Design keypad_scan_onehot, sky130hd; sources not shown.
Figure 1. Gate-type map (run 1).
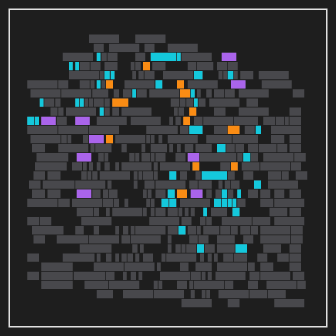
| family | color | cells | most used |
|---|---|---|---|
| AND and OR gates | orange | 12 | or2_2 |
| NOR gates | cyan | 41 | nor2_1 |
| adder and majority cells | purple | 9 | ha_1 |
Top cell excl fill/tap: dfrtp_1
Final Non-Filler Cells: 501

Figure 2. Layout detail (run 1).
The bar under the picture is 10 um long. Region (11, 11) to (36, 36) um. Cells in gray, sequential cells in the stronger gray; small squares are vias.
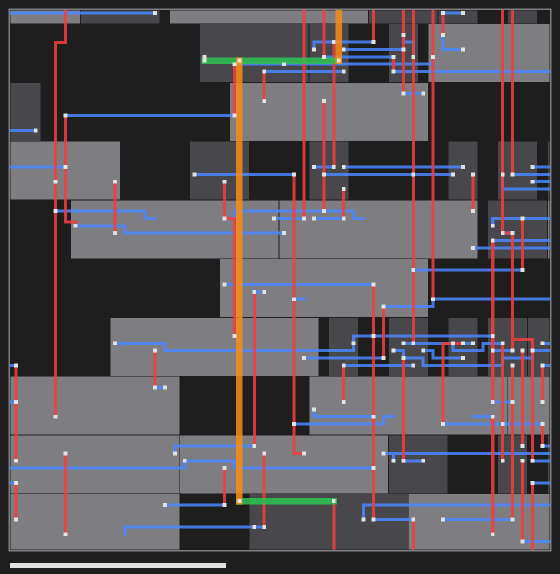
| layer | color |
|---|---|
| metal 1 | blue |
| metal 4 | orange |
| metal 3 | green |
| metal 2 | red |
cells with their middle in the window: 29
most frequent: dfstp_2 (8), o21ai_0 (6), dfrtp_1 (5)
sequential cells in the window: 13

Figure 3. Port wiring (run 1).
The bar under the picture is 20 um long.
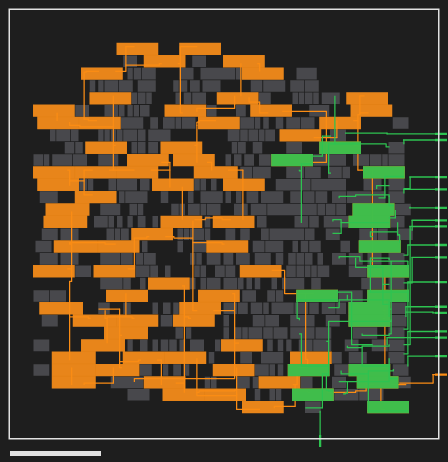
| port | color | bits | direction | end cells | buffers | wire |
|---|---|---|---|---|---|---|
| onehot | green | 16 | output | 16 | 16 | 568 um |
| rst_n | orange | 1 | input | 81 | 3 | 662 um |
Port Buf Inserts: 27
io pins: 28

==> CHANGELOG.md, run 1 <==
### Implementation results

- TritonCTS clock tree: done
- Die X: 94.2 um
- Final period utilization: 95.0%
- Synth warn: 0
- Die Ht: 94.2 um
- Top cells by area: dfrtp_1 45%, dfstp_2 7.4%, nand2_1 6.3%
- Max-slew violations: 0
- TNS Setup: 0 ns
- Final worst-path setup slack: 0.126 ns
- Fin crit period: 2.37 ns
- Top Consumer: registers
- Antenna violations before repair: 0
- Clkbuf count: 13
- Inverters: 5
- Layout fillers: 536
- Critical path type: reg2reg
- CTS root buf: clkbuf_8
- # nets final: 413
- CORE AREA: 0.00687 mm2
- Synthesized area: 0.00390 mm2
- Post-DP HPWL: 5.39 mm
- Cell area after layout: 0.00458 mm2
- CP required: 2.76 ns
- Final tally of setup violations: 0
- EDFF count, synth: 0
- Placed cell count: 483
- DRT iter0 DRCs: 146
- Achievable Freq: 421 MHz
- Seq Cell Count: 81
- Worst setup SP type: flip-flop
- Logic power comb: 50.9 uW
- Multi-input gate area: 0.00176 mm2
- Vias after detailed routing: 2715
- Via count of the first global-routing pass: 2730
- Floorplan utilization: 56.8%
- Worst min-delay path category: reg2reg
- Most frequent cells in the layout: 69 x dfrtp_1, 65 x nand2_1, 26 x clkdlybuf4s50_1, 25 x xnor2_1, 24 x o21ai_0
- Logic share of the area: 38.4%
- Post-CTS sizing: 0
- Psw: 484 uW
- Tap Cells: 96
- Combinational gate count: 255
- Leading cell kind: flip-flops and latches
- CP Data Arrival Time: 2.63 ns
- Total GRT Usage: 19.2%
- WHS: 0.357 ns
- Register area share after synthesis: 52.3%
- Max Cap Violations: 0
- CP max FO: 7
- Syn Inst Count: 363
- Pre-CTS setup slack: 0.0121 ns
- Post-synth top cells: 70 x dfrtp_1, 65 x nand2_1, 25 x xnor2_1, 24 x o21ai_0, 22 x xor2_1
- Die ar.: 0.00888 mm2
- Post-DRT Antenna Nets: 0
- Overall power: 2.31 mW
- Seq pwr share: 57.4%
- PwrDens: 504 mW/mm2
- Layout Utilization: 66.7%
- Hold path cells: 0
- Area Overhead vs Synth: 17.3%
- P_clk: 934 uW
- Setup Buffers After CTS: 0
- Flop area: 0.00204 mm2
- Avg Cell Area, Syn: 10.8 um2
- CTS Sinks: 81
- Dpl cell area: 0.00435 mm2
- Register share of the cell area: 44.6%
- Status: complete, no violations
- OpenROAD warning count: 30
- Yosys Chip Area: 0.00390 mm2
- Combinational share of power: 2.2%
- Seq cells post-synth: 81
- Leakage dissipation: 2.17 nW
- Buffers, non-clock: 48
- Top cell area share: 44.9%
- Total gr overflow: 0
- Routed vias/inst: 5.42
- Final hold violation count: 0
- # Cells Yosys: 363
- Top FF cell, synth: dfrtp_1
- Reg-to-reg slack, setup: 0.13 ns
- Latency at later pin: 0.35 ns
- Total routed wirelength: 7.56 mm
- Final Skew: 0.00915 ns
- Cell internal pwr: 1.83 mW
## run 1: kinds of logic (layout without fill, tap and decap cells)
kind of cell,count (synthesis),count (layout),synth area share [%]
flops,81,81,52.3
mux,22,22,7.15
buf+inv,27,69,3.01
fa+ha+maj,9,9,2.76
xor+xnor,47,47,10.5
compound gates,36,36,5.26
simple gates,141,141,19.0
## run 1: worst max-delay path: stages (launching register included)
cell and delay [ns]:
dfrtp_2 0.49, nor4_4 0.38, nand4_1 0.27, o31ai_4 0.29
nand3b_1 0.10, or4b_1 0.53, nor3_1 0.23
## run 1: layer usage
layer,part of all wire (%),vias up,routed length [um],GRT usage (%)
met1,47,1341,3540,24.6
met2,47,50,3580,30.0
met5,0,-,0,-
met4,2.3,0,170,9.15
li1,-,1310,-,-
met3,3.4,14,260,2.96
Figure 4. Where the registers sit (run 1).
The bar under the picture is 20 um long. Other sequential cells in the stronger gray, the rest of the logic in the fainter gray.
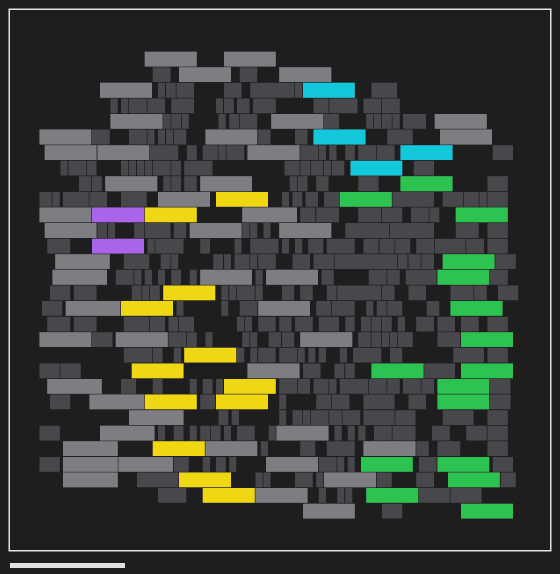

==> inputs of run 2 (changes only) <==
==> constraint.sdc (replaced) <==
create_clock -name clk -period 2.4 [get_ports clk]
set_input_delay 0.72 -clock clk [delete_from_list [all_inputs] [get_ports clk]]
set_output_delay 0.72 -clock clk [all_outputs]
set_load 0.005 [all_outputs]
Figure 5. Where the registers sit (run 2).
The bar under the picture is 20 um long. Other sequential cells in the stronger gray, the rest of the logic in the fainter gray.
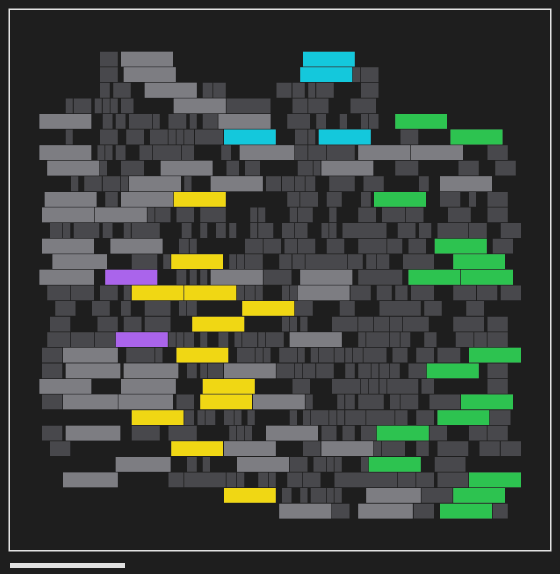
| name in the netlist | color | placed flops |
|---|---|---|
| onehot | green | 16 |
| row_idx | purple | 2 |
| cnt | cyan | 4 |
| snap | yellow | 12 |
not colored: 47
Flop area: 0.00204 mm2
register share of the cell area: 44.2%
Layout Utilization: 67.4%
Seq. pwr: 1.38 mW

==> run 2 against run 1 <==
Via count is 1.3% lower. Largest power group unchanged. Utilization is 0.69 points higher. Sequential share of layout area is 0.40 points lower. Highest routed layer unchanged. Register-to-register slack worse by 0.06 ns.
==> CHANGELOG.md, run 2 <==
### Implementation results

- CP Data Arrival Time: 2.61 ns (-0.02 ns)
- Crit-path slowest cell: or4b_1
- Latency at later pin: 0.36 ns (about the same)
- Top cell excl fill/tap: dfrtp_1
- Logic power comb: 51.4 uW (+1%)
- CORE AREA: 0.00687 mm2 (unchanged)
- Yosys Chip Area: 0.00390 mm2 (unchanged)
- Synth warn: 0 (unchanged)
- Adder share: 2.76% (unchanged)
- Fin crit period: 2.34 ns (-0.0356 ns)
- Inverters: 5 (unchanged)
- Stages on worst setup path: 7 (+1)
- CTS Sinks: 81 (unchanged)
- Top Layer Used: met4
- M1 GR Usage: 25.1% (+0.53 points)
- Die X: 94.2 um (unchanged)
- Top cell area share: 44.9% (unchanged)
- Most frequent cells in the layout: 67 x dfrtp_1, 65 x nand2_1, 26 x clkdlybuf4s50_1, 25 x xnor2_1, 24 x o21ai_0
- Critical path type: reg2reg
- Post-DP HPWL: 5.59 mm (+3.7%)
- Seq cells post-synth: 81 (unchanged)
- Final period utilization: 97.4% (+2.5 points)
- Worst min-delay path category: in2async
- Final Skew: 0.0134 ns (+0.00422 ns)
- Post-CTS sizing: 0 (unchanged)
- P_clk: 1.04 mW (+10%)
- Vias after detailed routing: 2679 (-1.3%)
- Slowest stage delay, CP: 0.54 ns (about the same)
- Area Overhead vs Synth: 18.5%
- Post-DRT Antenna Nets: 0 (unchanged)
- Leakage dissipation: 2.18 nW (+0.72%)
- # Cells Yosys: 363 (unchanged)
- Reg-to-reg slack, setup: 0.06 ns (-0.06 ns)
- Avg Cell Area, Syn: 10.8 um2 (unchanged)
- OpenROAD warning count: 30 (unchanged)
- Top cells by area: dfrtp_1 45%, dfstp_2 7.4%, nand2_1 6.3%
- Floorplan utilization: 56.8% (unchanged)
- Antenna violations before repair: 0 (unchanged)
- Worst setup SP type: flip-flop
- CTS root buf: clkbuf_8
- EDFF count, synth: 0 (unchanged)
- Buffers, non-clock: 49 (+2.1%)
- Achievable Freq: 428 MHz (+1.5%)
- Main logic family after synthesis: simple AND/OR/NAND/NOR gates
- Met2 Use GR: 32.8% (+2.8 points)
- Top FF cell, synth: dfrtp_1
- Top Consumer: registers
- Seq Cell Count: 81 (unchanged)
- Mux frac, synth: 7.15% (unchanged)
- Via count of the first global-routing pass: 2775 (+1.6%)
- XOR/XNOR Area Share: 10.5% (unchanged)
- Status: complete, no violations
- Multi-input gate area: 0.00176 mm2 (+0.14%)
- # nets final: 414 (+0.24%)
- Basic Gates by Area: 19.0% (unchanged)
- Most congested layer reported by global routing: met2
- Max Cap Violations: 0 (unchanged)
- TritonCTS clock tree: done
- Psw: 558 uW (+15%)
- Seq pwr share: 55.8% (-1.6 points)
- Register area share after synthesis: 52.3% (unchanged)
- Port Buf Inserts: 27 (unchanged)
- Total gr overflow: 0 (unchanged)
-- run 2: netlist changes by cell type in the layout (fill, tap and decap cells not counted), sizes merged --
| cell | change |
|---|---|
| clkinv | -1 |
| buf | +1 |
| inv | +2 |
| clkinvlp | +2 |
| clkbuf | -3 |
-- run 2: per-stage QoR --
| stage | hold slack (ns) | cells | cell area (um2) | setup slack (ns) | util, % |
|---|---|---|---|---|---|
| 2_1_floorplan | 0.345 | 363 | 3900 | 0.135 | - |
| 5_1_grt | 0.358 | 502 | 4630 | -0.0308 | 67.4 |
| 3_5_place_dp | 0.347 | 483 | 4370 | 0.0467 | 63.7 |
| 4_1_cts | 0.358 | 500 | 4590 | 0.0241 | 66.8 |
| 6_report | 0.336 | 502 | 4630 | 0.0615 | 67.4 |
| 3_3_place_gp | 0.346 | 483 | 4370 | 0.126 | 63.7 |
Power is estimated from default activity; no workload was simulated.
